## config.mk

```make
export PLATFORM = sky130hd
export DESIGN_NAME = rd_bram_row_ctrl
export DESIGN_NICKNAME = d
export VERILOG_FILES = /design/src/rtl/rd_bram_row_ctrl.sv
export SDC_FILE = /design/constraint.sdc
export NUM_CORES = 1
export LEC_CHECK = 0
export ABC_CLOCK_PERIOD_IN_PS = 9200
export CAP_MARGIN = 5
export CORE_MARGIN = 1.5
export CORE_UTILIZATION = 61
export CTS_CLUSTER_DIAMETER = 80
export DETAILED_ROUTE_END_ITERATION = 10
export GPL_TIMING_DRIVEN = 0
export HOLD_SLACK_MARGIN = 0.06
export PLACE_DENSITY = 0.95
export SYNTH_ARGS = -nofsm -noshare
export SYNTH_HDL_FRONTEND = slang
export SYNTH_SLANG_ARGS = --single-unit
```

## constraint.sdc

```tcl
create_clock -name clk -period 9.2 [get_ports clk]
set_input_delay 2.3 -clock clk [delete_from_list [all_inputs] [get_ports clk]]
set_output_delay 2.3 -clock clk [all_outputs]
set_load 0.05 [all_outputs]
```

## src/rtl/rd_bram_row_ctrl.sv

```systemverilog
// Sequencer for the top-row BRAM reader: walks every feature map of one (x,y)
// patch, issuing one read request per map and waiting for the reader's last pulse.
module rd_bram_row_ctrl #(
    parameter int ADDR_W  = 13,
    parameter int FM_W    = 10,
    parameter int TIMEOUT = 15
) (
    input  logic              clk,
    input  logic              rst,
    input  logic              start,
    input  logic [4:0]        rd_data_x,
    input  logic [4:0]        rd_data_y,
    input  logic [5:0]        num_of_patch_in_one_bar,
    input  logic [FM_W-1:0]   num_of_fm,
    input  logic [ADDR_W-1:0] fm_stride,
    input  logic              proc_ready,
    input  logic              rd_data_bram_row_last,
    output logic              rd_data_bottom,
    output logic [ADDR_W-1:0] rd_data_bram_row_ith_offset,
    output logic [FM_W-1:0]   ith_fm,
    output logic              busy,
    output logic              done,
    output logic              err_timeout
);

    localparam int WD_W = $clog2(TIMEOUT + 1);

    typedef enum logic [2:0] {S_IDLE, S_CALC, S_ISSUE, S_WAIT, S_FIN} state_t;

    state_t            state_q, state_d;
    logic [4:0]        x_q, x_d, y_q, y_d;
    logic [5:0]        np_q, np_d;
    logic [FM_W-1:0]   num_fm_q, num_fm_d;
    logic [ADDR_W-1:0] stride_q, stride_d;
    logic [ADDR_W-1:0] base_xy_q, base_xy_d;
    logic [ADDR_W-1:0] fm_base_q, fm_base_d;
    logic [FM_W-1:0]   ith_fm_q, ith_fm_d;
    logic [WD_W-1:0]   wd_q, wd_d;
    logic              err_q, err_d;
    logic [10:0]       mac;

    // 5x6 multiply plus 5-bit add peaks at 1984, so 11 bits never overflow.
    assign mac = 11'(x_q) * 11'(np_q) + 11'(y_q);

    always_comb begin
        state_d        = state_q;
        x_d            = x_q;
        y_d            = y_q;
        np_d           = np_q;
        num_fm_d       = num_fm_q;
        stride_d       = stride_q;
        base_xy_d      = base_xy_q;
        fm_base_d      = fm_base_q;
        ith_fm_d       = ith_fm_q;
        wd_d           = wd_q;
        err_d          = err_q;
        rd_data_bottom = 1'b0;
        done           = 1'b0;
        // NOTE: every variable gets a default above so no path through the case infers a latch.
        unique case (state_q)
            S_IDLE: begin
                if (start) begin
                    x_d      = rd_data_x;
                    y_d      = rd_data_y;
                    np_d     = num_of_patch_in_one_bar;
                    num_fm_d = num_of_fm;
                    stride_d = fm_stride;
                    err_d    = 1'b0;
                    state_d  = S_CALC;
                end
            end
            S_CALC: begin
                base_xy_d = ADDR_W'(mac);
                fm_base_d = '0;
                ith_fm_d  = '0;
                state_d   = (num_fm_q == '0) ? S_FIN : S_ISSUE;
            end
            S_ISSUE: begin
                if (proc_ready) begin
                    rd_data_bottom = 1'b1;
                    wd_d           = '0;
                    state_d        = S_WAIT;
                end
            end
            S_WAIT: begin
                wd_d = wd_q + 1'b1;
                // A last pulse in the expiry cycle still counts as an answer.
                if (rd_data_bram_row_last) begin
                    if (ith_fm_q == num_fm_q - 1'b1) begin
                        state_d = S_FIN;
                    end else begin
                        ith_fm_d  = ith_fm_q + 1'b1;
                        fm_base_d = fm_base_q + stride_q;
                        state_d   = S_ISSUE;
                    end
                end else if (wd_q == WD_W'(TIMEOUT - 1)) begin
                    err_d   = 1'b1;
                    state_d = S_FIN;
                end
            end
            S_FIN: begin
                done    = 1'b1;
                state_d = S_IDLE;
            end
            default: state_d = S_IDLE;
        endcase
    end

    // NOTE: state registers use non-blocking assignments only; the comb block above uses blocking.
    always_ff @(posedge clk or posedge rst) begin
        if (rst) begin
            state_q   <= S_IDLE;
            x_q       <= '0;
            y_q       <= '0;
            np_q      <= '0;
            num_fm_q  <= '0;
            stride_q  <= '0;
            base_xy_q <= '0;
            fm_base_q <= '0;
            ith_fm_q  <= '0;
            wd_q      <= '0;
            err_q     <= 1'b0;
        end else begin
            state_q   <= state_d;
            x_q       <= x_d;
            y_q       <= y_d;
            np_q      <= np_d;
            num_fm_q  <= num_fm_d;
            stride_q  <= stride_d;
            base_xy_q <= base_xy_d;
            fm_base_q <= fm_base_d;
            ith_fm_q  <= ith_fm_d;
            wd_q      <= wd_d;
            err_q     <= err_d;
        end
    end

    // fm_base only moves on the WAIT->ISSUE step, so the offset stays stable through last.
    assign rd_data_bram_row_ith_offset = fm_base_q + base_xy_q;
    assign ith_fm                      = ith_fm_q;
    assign busy                        = (state_q != S_IDLE);
    assign err_timeout                 = err_q;

endmodule

```

final_placement.png
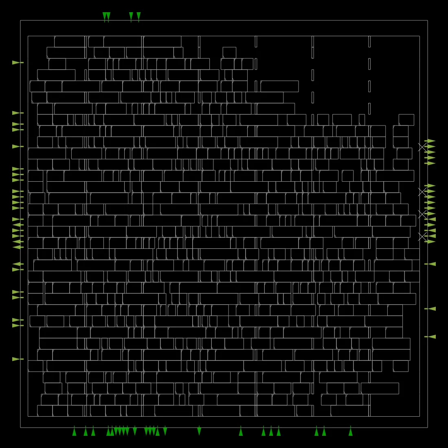
Final Core Density: 0.760
tap cell instance count: 108

metal_stack.png
Bar = 20 um.
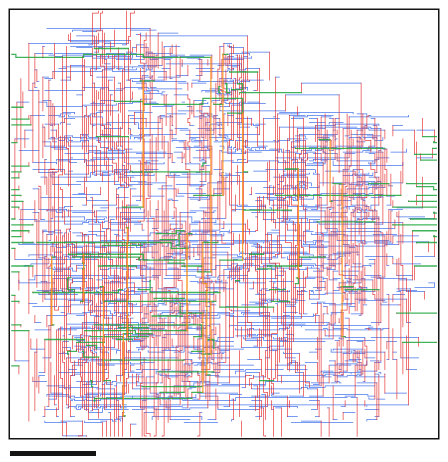
Key: blue = met1 [wire length 5,610 um]; green = met3 [wire length 905 um]; orange = met4 [wire length 397 um]; red = met2 [wire length 6,830 um]

met4.png
Bar = 20 um.
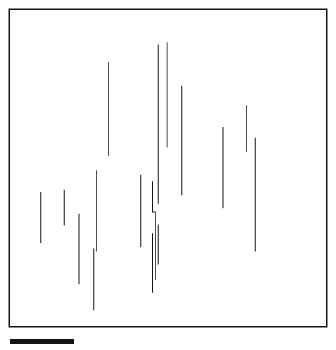
15 nets have wire on it. The longest straight run is 49.6 um.

cell_classes.png
Bar = 20 um. Fill, decap, tap and diode cells in gray.
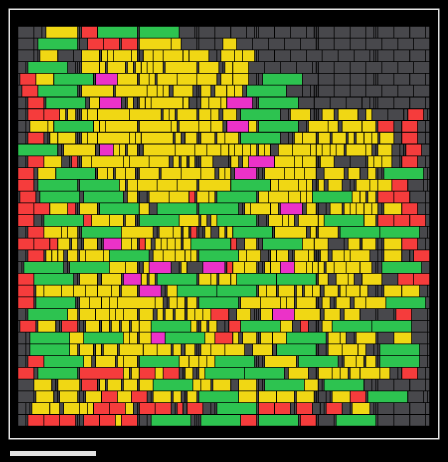
Key: magenta = clock drivers and dummy loads [cells 16]; red = other buffers and delay cells [cells 85]; green = flip-flops [cells 81]; yellow = all other logic [cells 461]

gate_families.png
Bar = 20 um.
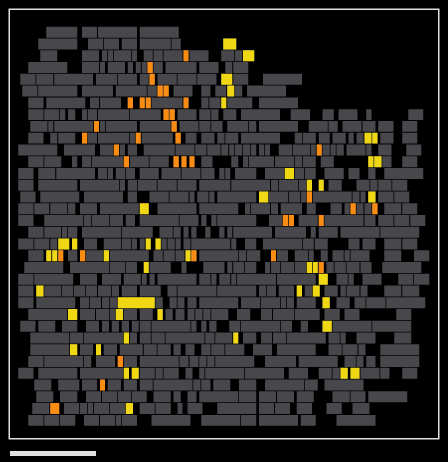
Key: orange = inverters [cells 36]; yellow = NOR gates [cells 45]

==> flow_results.xml <==
<?xml version="1.0" encoding="UTF-8"?>
<metrics>
  <group name="detailed_routing">
    <metric name="postRouteWirelength" unit="um">13700</metric>
    <metric name="post_drt_wl_per_cell" unit="um">18.3</metric>
    <metric name="avgViaCountPerCell" unit="">6.16</metric>
    <metric name="drc" unit="">4</metric>
    <metric name="detail_route.iter0.violations" unit="">294</metric>
    <metric name="met3RoutedLength" unit="um">904</metric>
    <metric name="drt-pass1-iter-count" unit="">8</metric>
    <metric name="final_antenna_net_count" unit="">0</metric>
    <metric name="wire_length_on_met1" unit="um">5610</metric>
    <metric name="routed-wl-met2" unit="um">6830</metric>
    <metric name="top_layer" unit="">met4</metric>
    <metric name="dr_total_vias" unit="">4625</metric>
  </group>
  <group name="clock_network">
    <metric name="path_clk_slew" unit="ns">0.09</metric>
    <metric name="cts_htree_levels" unit="">3</metric>
    <metric name="inserted_clock_buffers" unit="">9</metric>
    <metric name="root_buffer_cell" unit="">sky130_fd_sc_hd__clkbuf_8</metric>
    <metric name="clkLatencyLatePin" unit="ns">0.37</metric>
    <metric name="cts-resized-gates" unit="">0</metric>
    <metric name="clock_sinks" unit="">81</metric>
    <metric name="cts_setup_buffers" unit="">0</metric>
    <metric name="cts-hold-fix-buffers" unit="">0</metric>
    <metric name="tritoncts" unit="">yes</metric>
    <metric name="clock_tree.buffer_depth" unit="">2</metric>
  </group>
  <group name="critical_path">
    <metric name="crit_path_end_kind" unit="">primary output</metric>
    <metric name="timing.critical_path.required" unit="ns">6.90</metric>
    <metric name="cp-start-kind" unit="">input port</metric>
    <metric name="worstPathArrival" unit="ns">4.22</metric>
    <metric name="cp_max_fo" unit="">3</metric>
    <metric name="timing.setup.critical_path_class" unit="">input port to primary output</metric>
    <metric name="reg2reg_depth" unit="">13</metric>
  </group>
  <group name="sta">
    <metric name="smallest_hold_slack" unit="ns">0.504</metric>
    <metric name="max_clock_freq" unit="GHz">0.153</metric>
    <metric name="final_period_minus_worst_setup_slack" unit="ns">6.52</metric>
    <metric name="setup_total_negative_slack" unit="ns">0</metric>
    <metric name="worst_slew_pin_slew" unit="ns">0.573</metric>
    <metric name="timing.final.crit_share" unit="">0.709</metric>
    <metric name="fin_ws" unit="ns">2.68</metric>
    <metric name="timing_hold_violations_final" unit="">0</metric>
    <metric name="final_max_slew_viol_count" unit="">0</metric>
    <metric name="timing.max_slew.rel_slack" unit="">0.615</metric>
    <metric name="rsz0062_at_grt" unit="">false</metric>
    <metric name="skew" unit="ns">0.0163</metric>
    <metric name="finalSetupViolCount" unit="">0</metric>
  </group>
  <group name="final_layout">
    <metric name="area_of_the_multi_input_gates" unit="mm2">0.00338</metric>
    <metric name="drive_above_1_share" unit="">0.115</metric>
    <metric name="n_fill_cell" unit="">563</metric>
    <metric name="syn2layout_area_growth" unit="%">19.1</metric>
    <metric name="antenna_cells_inserted" unit="">0</metric>
    <metric name="finish.instance_area" unit="mm2">0.00669</metric>
    <metric name="layout.area.seq" unit="mm2">0.00203</metric>
    <metric name="num-nets-final" unit="">748</metric>
  </group>
  <group name="grt">
    <metric name="grt_usage" unit="">0.292</metric>
    <metric name="vias_in_the_first_global_route" unit="">4812</metric>
    <metric name="grt_start_max_net_pins" unit="">55</metric>
    <metric name="globalRoute.totalOverflow" unit="">0</metric>
    <metric name="antenna_found_initial" unit="">0</metric>
    <metric name="grt_pass1_wl" unit="um">22700</metric>
  </group>
  <group name="outcome">
    <metric name="result_of_the_run" unit="">finished with violations</metric>
    <metric name="violations" unit="">design-rule violations</metric>
  </group>
  <group name="floorplan">
    <metric name="floorplan.core_util" unit="">0.638</metric>
    <metric name="die-area" unit="mm2">0.00980</metric>
    <metric name="row_count" unit="">34</metric>
    <metric name="die_x" unit="um">99</metric>
    <metric name="chipHeight" unit="um">99</metric>
    <metric name="core_area" unit="mm2">0.00881</metric>
    <metric name="num_io_pins" unit="">71</metric>
  </group>
  <group name="yosys">
    <metric name="number_of_storage_elements_in_the_synthesis_netlist" unit="">81</metric>
    <metric name="ys_chip_area" unit="mm2">0.00562</metric>
    <metric name="post_synth_most_frequent_cells" unit="">sky130_fd_sc_hd__dfrtp_1, sky130_fd_sc_hd__nand2_1, sky130_fd_sc_hd__ha_1</metric>
    <metric name="floorplan.nets" unit="">666</metric>
    <metric name="syn-cell-area" unit="mm2">0.00562</metric>
    <metric name="ys_types" unit="">61</metric>
    <metric name="total_number_of_yosys_warnings" unit="">0</metric>
    <metric name="syn_area_per_cell" unit="um2">10.1</metric>
    <metric name="yosys_most_used_dff" unit="">sky130_fd_sc_hd__dfrtp_1</metric>
    <metric name="synth_stat.cells" unit="">556</metric>
    <metric name="synth_top_cell_by_count" unit="">sky130_fd_sc_hd__dfrtp_1</metric>
    <metric name="netlist.area_leader.share" unit="">0.361</metric>
    <metric name="edf_count" unit="">0</metric>
    <metric name="synth_area_leader_cell" unit="">sky130_fd_sc_hd__dfrtp_1</metric>
    <metric name="synthArstFlopShare" unit="">1.00</metric>
    <metric name="topCellsByArea" unit="">sky130_fd_sc_hd__dfrtp_1, sky130_fd_sc_hd__ha_1, sky130_fd_sc_hd__mux2_2, sky130_fd_sc_hd__fa_1, sky130_fd_sc_hd__nand2_1</metric>
    <metric name="synthesis.instances" unit="">556</metric>
    <metric name="synth_sequential_area_ratio" unit="">0.361</metric>
  </group>
  <group name="placement">
    <metric name="finalWeightedCongestion" unit="">0.866</metric>
    <metric name="placed_cell_area" unit="mm2">0.00649</metric>
    <metric name="hpwl" unit="um">10100</metric>
    <metric name="number_of_buffer_cells_added_on_primary_ports" unit="">70</metric>
    <metric name="pre_cts_ws" unit="ns">2.78</metric>
  </group>
  <group name="run">
    <metric name="max_cap_viol_count" unit="">0</metric>
    <metric name="log.warning_count" unit="">27</metric>
  </group>
  <group name="min_path">
    <metric name="hold_path.class" unit="">register to register</metric>
    <metric name="hold_path_depth" unit="">2</metric>
  </group>
</metrics>
## cell usage in the layout, fill, tap and decap left out, drive strengths merged, types with 4 or more instances in the layout
master         netlist  final
nand2b               4      4
or3                  9      9
o21ai               31     31
nor2                21     21
nand3               13     13
and2                18     18
o211ai               5      5
fa                  19     19
buf                  7      8
o31ai               12     12
a22o                 4      4
clkbuf               7     16
inv                 36     40
clkdlybuf4s50        0     70
xor2                11     11
a21oi               21     21
a211oi               4      4
nand2               61     61
xnor2               26     26
and3                 7      7
nor2b                6      6
mux2                36     36
a21o                12     12
a21boi               4      4
dfrtp               81     81
ha                  47     47
nor3                12     12
## area by class of cell
type	instances	area share
multi-input combinational	425	0.506
sequential	81	0.303
timing repair buffer	71	0.109
inverter	36	0.0206
tap	108	0.0202
clock buffer	9	0.0185
clock inverter	7	0.0122
buffer	14	0.0114
## per-layer routing
layer / track usage / vias to the layer above
met5: 0 / -
met4: 0.122 / 0
met3: 0.0525 / 36
met2: 0.503 / 206
met1: 0.364 / 2251
li1: - / 2132
## registers in the layout, indices dropped and copies added, names as in the netlist
register / cells
wd_q: 4
state_q: 3
np_q: 6
base_xy_q: 11
stride_q: 13
fm_base_q: 13
y_q: 5
ith_fm: 10
err_timeout: 1
x_q: 5
num_fm_q: 10
## worst max-delay path, stage by stage
cell and delay [ns]:
sky130_fd_sc_hd__clkdlybuf4s50_1 0.46, sky130_fd_sc_hd__nand2_1 0.07, sky130_fd_sc_hd__nor3_1 0.47, sky130_fd_sc_hd__clkdlybuf4s50_1 0.91
## stage by stage
step | std cells | util
final | 751 | 0.760
after global routing | 751 | 0.760
after CTS | 751 | 0.760
after detailed placement | 735 | 0.737
after global placement | 734 | 0.733
after floorplan | 556 | -
## kinds of logic after synthesis
logic type | Yosys count | synth area share
AOI/OAI and AO/OA | 114 | 0.139
xor gates and xnor gates | 37 | 0.0576
buffers and inverters | 50 | 0.0376
muxes | 39 | 0.0775
and+or+nand+nor | 169 | 0.155
DFF | 81 | 0.361
adders and majority gates | 66 | 0.172
## final timing paths
check | from | endpoint | slack (ns)
setup / recovery | proc_ready | rd_data_bottom | 2.68
hold / removal | base_xy_q[4] | base_xy_q[4] | 0.50
setup reg to reg | np_q[1] | base_xy_q[10] | 5.18
hold reg to reg | base_xy_q[4] | base_xy_q[4] | 0.50
max in group asynchronous | rst | base_xy_q[0] | 6.34
min in group asynchronous | rst | num_fm_q[2] | 2.26
